### src/rtl/fetch_pkg.sv
// Shared types and defaults for the instruction fetch unit.
package fetch_pkg;

  localparam int unsigned     XLEN             = 32;
  localparam logic [XLEN-1:0] RESET_PC_DEFAULT = 32'h0000_0000;
  localparam int unsigned     DEPTH_DEFAULT    = 4;

  typedef struct packed {
    logic [XLEN-1:0] pc;
    logic [XLEN-1:0] instr;
    logic            filled;
  } fetch_entry_t;

endpackage

### src/rtl/fetch_queue.sv
// In-order fetch queue: alloc reserves a slot at request time, fill writes the
// returning instruction, pop frees the head once decode takes it.
module fetch_queue
  import fetch_pkg::*;
#(
  parameter  int unsigned DEPTH = DEPTH_DEFAULT,
  localparam int unsigned IDX_W = $clog2(DEPTH),
  localparam int unsigned PTR_W = IDX_W + 1
) (
  input  logic             clk_i,
  input  logic             rst_i,
  input  logic             flush_i,
  input  logic             alloc_i,
  input  logic [XLEN-1:0]  alloc_pc_i,
  input  logic             fill_i,
  input  logic [XLEN-1:0]  fill_instr_i,
  input  logic             pop_i,
  output logic [PTR_W-1:0] count_c,
  output logic [PTR_W-1:0] outstanding_c,
  output fetch_entry_t     head_c
);

  logic [PTR_W-1:0] alloc_ptr;
  logic [PTR_W-1:0] fill_ptr;
  logic [PTR_W-1:0] read_ptr;
  logic [IDX_W-1:0] alloc_idx;
  logic [IDX_W-1:0] fill_idx;
  logic [IDX_W-1:0] read_idx;
  logic [XLEN-1:0]  pc_q    [DEPTH];
  logic [XLEN-1:0]  instr_q [DEPTH];
  logic [DEPTH-1:0] filled_q;

  assign alloc_idx     = alloc_ptr[IDX_W-1:0];
  assign fill_idx      = fill_ptr[IDX_W-1:0];
  assign read_idx      = read_ptr[IDX_W-1:0];
  assign count_c       = alloc_ptr - read_ptr;
  assign outstanding_c = alloc_ptr - fill_ptr;
  assign head_c        = '{pc: pc_q[read_idx], instr: instr_q[read_idx], filled: filled_q[read_idx]};

  // Pointers and valid bits; a flush drops every entry at once.
  always_ff @(posedge clk_i) begin
    if (rst_i || flush_i) begin
      alloc_ptr <= '0;
      fill_ptr  <= '0;
      read_ptr  <= '0;
      filled_q  <= '0;
    end else begin
      if (alloc_i) begin
        alloc_ptr <= alloc_ptr + PTR_W'(1);
      end
      if (fill_i) begin
        filled_q[fill_idx] <= 1'b1;
        fill_ptr           <= fill_ptr + PTR_W'(1);
      end
      if (pop_i) begin
        filled_q[read_idx] <= 1'b0;
        read_ptr           <= read_ptr + PTR_W'(1);
      end
    end
  end

  // Payload storage needs no reset; filled_q qualifies it.
  always_ff @(posedge clk_i) begin
    if (alloc_i) begin
      pc_q[alloc_idx] <= alloc_pc_i;
    end
    if (fill_i) begin
      instr_q[fill_idx] <= fill_instr_i;
    end
  end

endmodule

### src/rtl/fetch_unit.sv
// Instruction fetch front end: issues sequential fetches, queues responses for
// decode, and discards in-flight responses that a redirect made stale.
module fetch_unit
  import fetch_pkg::*;
#(
  parameter logic [XLEN-1:0] RESET_PC = RESET_PC_DEFAULT,
  parameter int unsigned     DEPTH    = DEPTH_DEFAULT
) (
  input  logic            clk_i,
  input  logic            rst_i,
  output logic            imem_req_valid_o,
  input  logic            imem_req_ready_i,
  output logic [XLEN-1:0] imem_req_addr_o,
  input  logic            imem_rsp_valid_i,
  input  logic [XLEN-1:0] imem_rsp_data_i,
  input  logic            redirect_i,
  input  logic [XLEN-1:0] redirect_pc_i,
  output logic            id_valid_o,
  input  logic            id_ready_i,
  output logic [XLEN-1:0] id_pc_o,
  output logic [XLEN-1:0] id_instr_o
);

  localparam int unsigned PTR_W = $clog2(DEPTH) + 1;
  localparam int unsigned SUM_W = PTR_W + 1;

  logic [XLEN-1:0]  fetch_pc;
  logic [PTR_W-1:0] drop_cnt;
  logic [PTR_W-1:0] count_c;
  logic [PTR_W-1:0] outstanding_c;
  fetch_entry_t     head_c;
  logic [SUM_W-1:0] occupancy;
  logic             req_fire;
  logic             rsp_hit;
  logic             rsp_fill;
  logic             pop;
  logic             unused_redirect_lsbs;

  assign unused_redirect_lsbs = ^redirect_pc_i[1:0];

  // Stale responses still hold memory slots, so they count against the queue depth.
  always_comb begin
    occupancy        = SUM_W'(count_c) + SUM_W'(drop_cnt);
    imem_req_valid_o = !rst_i && !redirect_i && (occupancy < SUM_W'(DEPTH));
    imem_req_addr_o  = fetch_pc;
    req_fire         = imem_req_valid_o && imem_req_ready_i;
    rsp_hit          = imem_rsp_valid_i && ((drop_cnt != '0) || (outstanding_c != '0));
    rsp_fill         = rsp_hit && !rst_i && !redirect_i && (drop_cnt == '0);
    id_valid_o       = !rst_i && !redirect_i && head_c.filled;
    id_pc_o          = head_c.pc;
    id_instr_o       = head_c.instr;
    pop              = id_valid_o && id_ready_i;
  end

  // A response landing in a redirect cycle retires one in-flight request itself.
  always_ff @(posedge clk_i) begin
    if (rst_i) begin
      fetch_pc <= RESET_PC;
      drop_cnt <= '0;
    end else if (redirect_i) begin
      fetch_pc <= {redirect_pc_i[XLEN-1:2], 2'b00};
      drop_cnt <= drop_cnt + outstanding_c - PTR_W'(rsp_hit);
    end else begin
      if (req_fire) begin
        fetch_pc <= fetch_pc + XLEN'(4);
      end
      if (imem_rsp_valid_i && (drop_cnt != '0)) begin
        drop_cnt <= drop_cnt - PTR_W'(1);
      end
    end
  end

  always_ff @(posedge clk_i) begin
    if (!rst_i && imem_rsp_valid_i) begin
      assert ((drop_cnt != '0) || (outstanding_c != '0))
        else $error("fetch_unit: response with no outstanding request");
    end
  end

  fetch_queue #(
    .DEPTH (DEPTH)
  ) u_queue (
    .clk_i         (clk_i),
    .rst_i         (rst_i),
    .flush_i       (redirect_i),
    .alloc_i       (req_fire),
    .alloc_pc_i    (fetch_pc),
    .fill_i        (rsp_fill),
    .fill_instr_i  (imem_rsp_data_i),
    .pop_i         (pop),
    .count_c       (count_c),
    .outstanding_c (outstanding_c),
    .head_c        (head_c)
  );

endmodule

### config.mk
export PLATFORM = sky130hd
export DESIGN_NAME = fetch_unit
export DESIGN_NICKNAME = d
export VERILOG_FILES = /design/src/rtl/fetch_pkg.sv /design/src/rtl/fetch_queue.sv /design/src/rtl/fetch_unit.sv
export SDC_FILE = /design/constraint.sdc
export NUM_CORES = 1
export LEC_CHECK = 0
export ABC_CLOCK_PERIOD_IN_PS = 7300
export CORE_ASPECT_RATIO = 1.4
export CORE_MARGIN = 2
export CORE_UTILIZATION = 59
export DETAILED_ROUTE_END_ITERATION = 10
export GPL_ROUTABILITY_DRIVEN = 0
export MAX_ROUTING_LAYER = met4
export PLACE_DENSITY = 0.85
export SYNTH_ARGS = -nofsm -noshare
export SYNTH_HDL_FRONTEND = slang
export SYNTH_SLANG_ARGS = --single-unit
### constraint.sdc
create_clock -name clk_i -period 7.3 [get_ports clk_i]
set_input_delay 0.73 -clock clk_i [delete_from_list [all_inputs] [get_ports clk_i]]
set_output_delay 0.73 -clock clk_i [all_outputs]
set_load 0.02 [all_outputs]
**Run 1: drive-strength map**

Drawn at 2 px/µm.
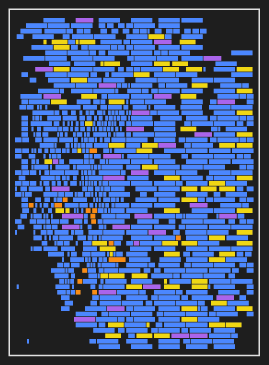
- x1 and smaller: blue (cells 762; share 86%; most used edfxtp_1)
- x6 and larger: purple (cells 32; share 3.6%; most used clkbuf_16)
- x2: yellow (cells 76; share 8.6%; most used mux4_2)
- x3 and x4: orange (cells 15; share 1.7%; most used buf_4)

**Run 1: routing congestion**

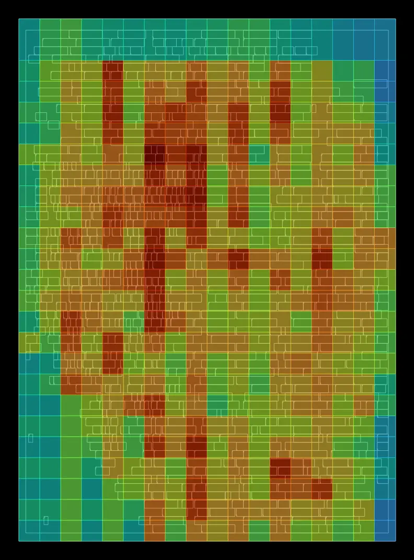
All-Layer GR Usage: 0.251
fin util: 0.740
global-route met3 utilization: 0.0263

==> run summary, run 1 <==
Pre-CTS WS - 2600 ps
Initial Utilization - 0.602
WS Path Type - reg2reg
Die ar. - 21400 µm²
Resized cells post-CTS - 0
Period Utilization, post-route - 0.611
Ys cells - 697
Chip Area, Yosys - 12000 µm²
RSZ-0062 raised after global routing - no
Post-CTS setup buffers - 0
Seq/Total Area, Yosys - 0.704
Leak pwr - 0.00470 µW
# diodes - 0
Yosys top cell by instances - edfxtp_1
Die width - 124 µm
Hold Slack - 529 ps
Switching share of power - 0.215
Met2 Usage GRT - 0.434
Port Buffer Count - 161
VDD IR max - 170 µV
EDFF count, synth - 248
Routed Antenna Nets - 0
Synthesis-to-layout area growth - 22.9%
First-pass GRT wire length - 40.7 mm
Result of the run - finished clean
Cell area leaders - edfxtp_1 62%, mux4_2 12%, dfxtp_1 8.0%
Max Fclk - 224 MHz
Log Warnings - 38
Internal power - 2770 µW
DRC viols - 0
Crit path DRT - 7770 ps
**Run 1: the metal 1 layer**

Drawn at 3 px/µm.
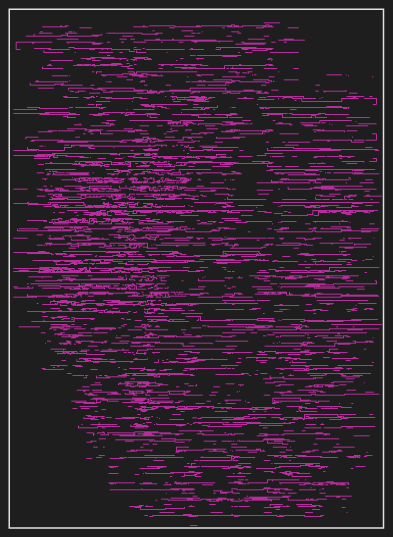
- share of all routed wire: 38%
- nets with wire on the layer: 867
- longest straight run: 41.4 µm

[run 1: critical path: cells and delay by family, from the launching register on]
family | cells | cell delay, ps
xor gates and xnor gates | 2 | 370
adders and majority gates | 3 | 820
DFF | 1 | 350
buffers and inverters | 2 | 200
and+or+nand+nor | 5 | 2660
[run 1: flip-flops by register name, indices dropped and copies added (netlist names), named ones only]
signal and flops:
drop_cnt 3, imem_req_addr_o 30, u_queue.alloc_ptr 3, u_queue.fill_ptr 3
u_queue.filled_q 4, u_queue.instr_q 128, u_queue.pc_q 120, u_queue.read_ptr 3
[run 1: placed cells by master (no fill, tap or decap), types with 12 or more instances in the layout]
| master | n |
|---|---|
| mux4_2 | 63 |
| nand2_1 | 39 |
| or4_1 | 12 |
| nor2_1 | 28 |
| and2_1 | 14 |
| nor3_1 | 13 |
| ha_1 | 22 |
| clkbuf_16 | 27 |
| inv_1 | 20 |
| a21oi_1 | 15 |
| buf_4 | 12 |
| nand3_1 | 18 |
| edfxtp_1 | 248 |
| dfxtp_1 | 46 |
| clkdlybuf4s50_1 | 161 |
[run 1: worst paths after layout]
| kind | from | end | slack, ps | cells after the start |
|---|---|---|---|---|
| worst max-delay path | u_queue.alloc_ptr[0] | imem_req_addr_o[30] | 2840 | 12 |
| worst min-delay path | u_queue.filled_q[1] | u_queue.filled_q[1] | 530 | 2 |
| worst max register to register | u_queue.alloc_ptr[0] | imem_req_addr_o[30] | 2840 | 12 |
| worst min register to register | u_queue.filled_q[1] | u_queue.filled_q[1] | 530 | 2 |
[run 1: power groups by stage]
| stage | combinational [µW] | sequential (µW) | clock, µW |
|---|---|---|---|
| 6_report | 261 | 1900 | 1370 |
| 5_1_grt | 285 | 1900 | 1460 |
| 4_1_cts | 262 | 1900 | 1390 |
| 3_5_place_dp | 258 | 1930 | 0 |
| 3_3_place_gp | 246 | 1930 | 0 |
| 2_1_floorplan | 131 | 1930 | 0 |
[run 1: cell families after synthesis]
kind of cell,after synthesis,synth area share
AOI/OAI and AO/OA,75,0.0440
xor gates and xnor gates,16,0.0129
adders and majority gates,25,0.0281
buffers and inverters,57,0.0192
DFF,296,0.704
muxes,67,0.122
other,1,0.000314
and+or+nand+nor,160,0.0697
[run 1: per-stage QoR]
stage | area [µm²] | power (µW) | util
floorplan | 12000 | 2060 | -
global placement | 13800 | 2180 | 0.697
detailed placement | 13800 | 2190 | 0.697
CTS | 14700 | 3550 | 0.740
global route | 14700 | 3650 | 0.740
finish | 14700 | 3530 | 0.740
[run 1: per-layer routing]
metal,share of wire,routed length [µm]
met5,0,0
met4,0.027,716
met3,0.066,1730
met2,0.52,13700
met1,0.38,9970
[run 1: area by class of cell]
class                           count  area, µm²  share of cell area
Timing Repair Buffer              173       1700               0.116
Clock buffer                       34        702              0.0478
Clock inverter                     15        153              0.0104
Sequential cell                   296       8410               0.573
Inverter                           20       75.1             0.00511
Tap cell                          252        315              0.0215
Multi-Input combinational cell    347       3330               0.227
**Run 1: zoomed window**

Region (19, 117) to (44, 142) µm. Cells in grey, sequential cells in the stronger grey; small squares are vias.
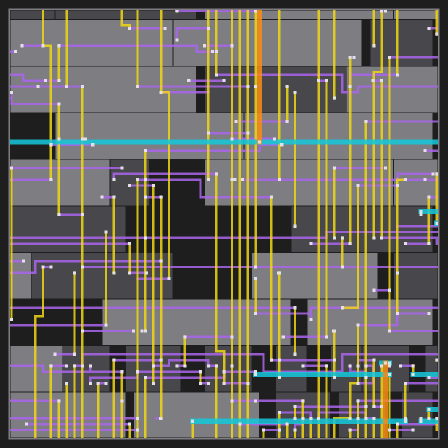

==> inputs of run 2 (changes only) <==
Settings changed: ABC_CLOCK_PERIOD_IN_PS 7300 to 3600, CORE_UTILIZATION 59 to 49, PLACE_DENSITY 0.85 to 0.76.
Clock period 7.3 ns to 3.6 ns, I/O delays scaled along.
**Run 2: zoomed window**

Region (21, 129) to (46, 154) µm. Cells in grey, sequential cells in the stronger grey; small squares are vias.
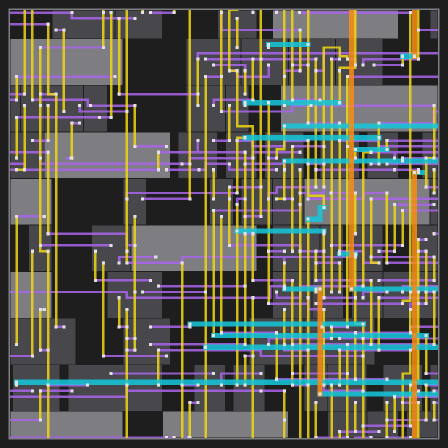
- M4: orange
- M3: cyan
- M1: purple
- M2: yellow
- sequential cells in the window: 8
- netlist names of flops here include: imem_req_addr_o (5), u_queue.pc_q (3)
- most frequent: nand2_1 (6), dfxtp_1 (5)
- cells with their middle in the window: 55

**Run 2: the metal 1 layer**

Drawn at 2 px/µm.
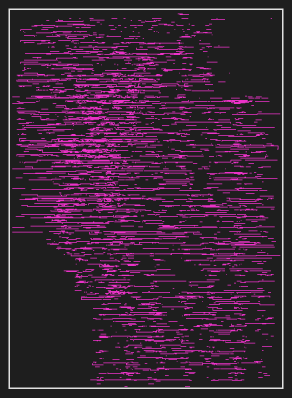
- nets with wire on the layer: 878
- wire length on this layer: 9930 µm
- share of all routed wire: 39%
- longest straight run: 33.6 µm
- main direction: horizontal

==> run summary, run 2 <==
Seq/Total Area, Yosys - 0.704 (unchanged)
Met2 WL post-DR - 13.0 mm (-4.8%)
Cell area leaders - edfxtp_1 62%, mux4_2 12%, dfxtp_1 8.0%
Synthesis-to-layout area growth - 26.7%
Uppermost layer routed - met4
Hold Path Stages - 3 (+1)
Chip Area, Yosys - 12000 µm² (unchanged)
# diodes - 0 (unchanged)
First-pass GRT wire length - 39.0 mm (-4.3%)
Area after DPL - 14200 µm² (+2.3%)
R2R setup slack - 30 ps (-2810 ps)
Routed Antenna Nets - 0 (unchanged)
GR Overflow Total - 0
DRC viols - 0 (unchanged)
Reg2Reg Depth - 12 (unchanged)
DRT met1 WL - 9.93 mm (-0.42%)
Final Cell Area - 15100 µm² (+3.1%)
Synthesized registers - 296
Yosys top cell by instances - edfxtp_1
Log Warnings - 39 (+2.6%)
Most frequent cells in the layout - 248 x edfxtp_1, 160 x clkdlybuf4s50_1, 63 x mux4_2
EDFF count, synth - 248 (unchanged)
Worst hold start - redirect_pc_i[10]
Max Fclk - 280 MHz (+25%)
Crit path DRT - 4000 ps (-3770 ps)
RSZ-0062 raised after global routing - yes
Total Power - 7220 µW (+100%)
Reg area - 8410 µm² (about the same)
Rel. slew slack - 0.546
Logic area - 3400 µm² (+2.0%)
Hold Path Sink - imem_req_addr_o[10]
WS Path Type - reg2reg
Max FFs per register - 128 (unchanged)
Met3 wire len - 1.46 mm (-15%)
Ys cells - 697 (unchanged)
WL final - 25.4 mm
Die ar. - 25700 µm² (+20%)
Period Utilization, post-route - 0.992 (+0.381)
All-Layer GR Usage - 0.203 (-0.0472)
Largest register by flop count - u_queue.instr_q
Commonest Layout Cell - edfxtp_1
Critical R2R Capture - imem_req_addr_o[19]
Port Buffer Count - 161 (unchanged)
Result of the run - finished clean
Leak pwr - 0.00488 µW (+3.7%)
Clk_skew - 12.0 ps
Initial Utilization - 0.498 (-0.104)
Die width - 136 µm (+9.4%)
Reg2reg start - u_queue.read_ptr[0]
Worst-path maximum fanout - 6
**Run 2: placed cells, one colour a class**

Drawn at 2 px/µm.
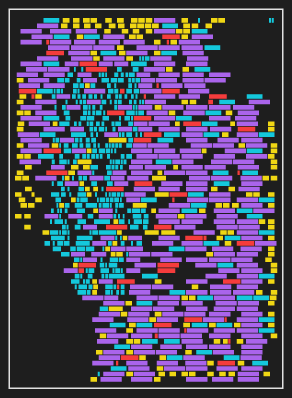
- registers: purple (cells 296; share of their area 57%)
- remaining buffers and delay cells: yellow (cells 198; share of their area 14%)
- clock drivers and dummy loads: red (cells 48; share of their area 5.9%)
- remaining logic cells: cyan (cells 367; share of their area 24%)
CORE AREA: 24000 µm²
fin util: 0.632

==> run 2: cell counts after synthesis <==
Identical to the previous run, type by type.
==> run 2: per-layer routing <==
metal	global-route usage	vias to the layer above
li1	-	3165
met1	0.252	3543
met2	0.338	275
met3	0.0274	58
met4	0.0821	0
met5	-	-
==> run 2: per-stage QoR <==
step | setup TNS (ps) | hold WS, ps | instances | util | worst slack (ps)
2_1_floorplan | 0 | 459 | 700 | - | 5.11
3_3_place_gp | 0 | 498 | 1168 | 0.590 | 10.2
3_5_place_dp | -26.4 | 509 | 1168 | 0.590 | -10.1
4_1_cts | 0 | 400 | 1216 | 0.627 | 9.60
5_1_grt | -459 | 405 | 1219 | 0.632 | -116
6_report | 0 | 411 | 1219 | 0.632 | 28.5
==> run 2: repair_timing <==
action                     in CTS  in global routing
cloned                          0                  1
setup buffers                   0                  2
gates resized                   2                 18
pin swaps                       0                 10
setup endpoints to repair       4                 11
==> run 2: critical path, stage by stage, from the launching register on <==
cell     delay (ps)
dfxtp_1         380
ha_4            140
inv_2            30
fa_2            360
xor2_2          160
xnor2_1         130
ha_1            280
or4_4           420
or4_4           610
buf_6           150
or4_4           530
a31oi_4         170
o22ai_1          80
==> run 2: worst max-delay path by stage <==
stage and to:
6_report imem_req_addr_o[19], 3_3_place_gp imem_req_addr_o[30], 5_1_grt imem_req_addr_o[19], 4_1_cts imem_req_valid_o
3_5_place_dp imem_req_addr_o[19], 2_1_floorplan u_queue.pc_q[0][10]
==> run 2: cell type report <==
cell class              count  area share
flip-flops and latches    296       0.556
multi-input cells         347       0.224
repair buffers            198       0.132
clock buffers              32      0.0459
well taps                 310      0.0256
clock inverters            16      0.0121
inverters                  20     0.00496
==> run 2: logic make-up (layout without fill, tap and decap cells) <==
logic type / after synthesis / count (layout) / share of synthesized area
other: 1 / 4 / 0.000314
adders and majority gates: 25 / 25 / 0.0281
and+or+nand+nor: 160 / 160 / 0.0697
AOI/OAI and AO/OA: 75 / 75 / 0.0440
buffers and inverters: 57 / 266 / 0.0192
xor gates and xnor gates: 16 / 16 / 0.0129
DFF: 296 / 296 / 0.704
muxes: 67 / 67 / 0.122
==> run 2: power breakdown <==
group          internal, µW  total [µW]  switching, µW
clock network          1660        2820           1160
registers              3770        3850           79.7
logic                   272         548            275
Power figures rest on the tool's default switching activity, not on a simulated workload.
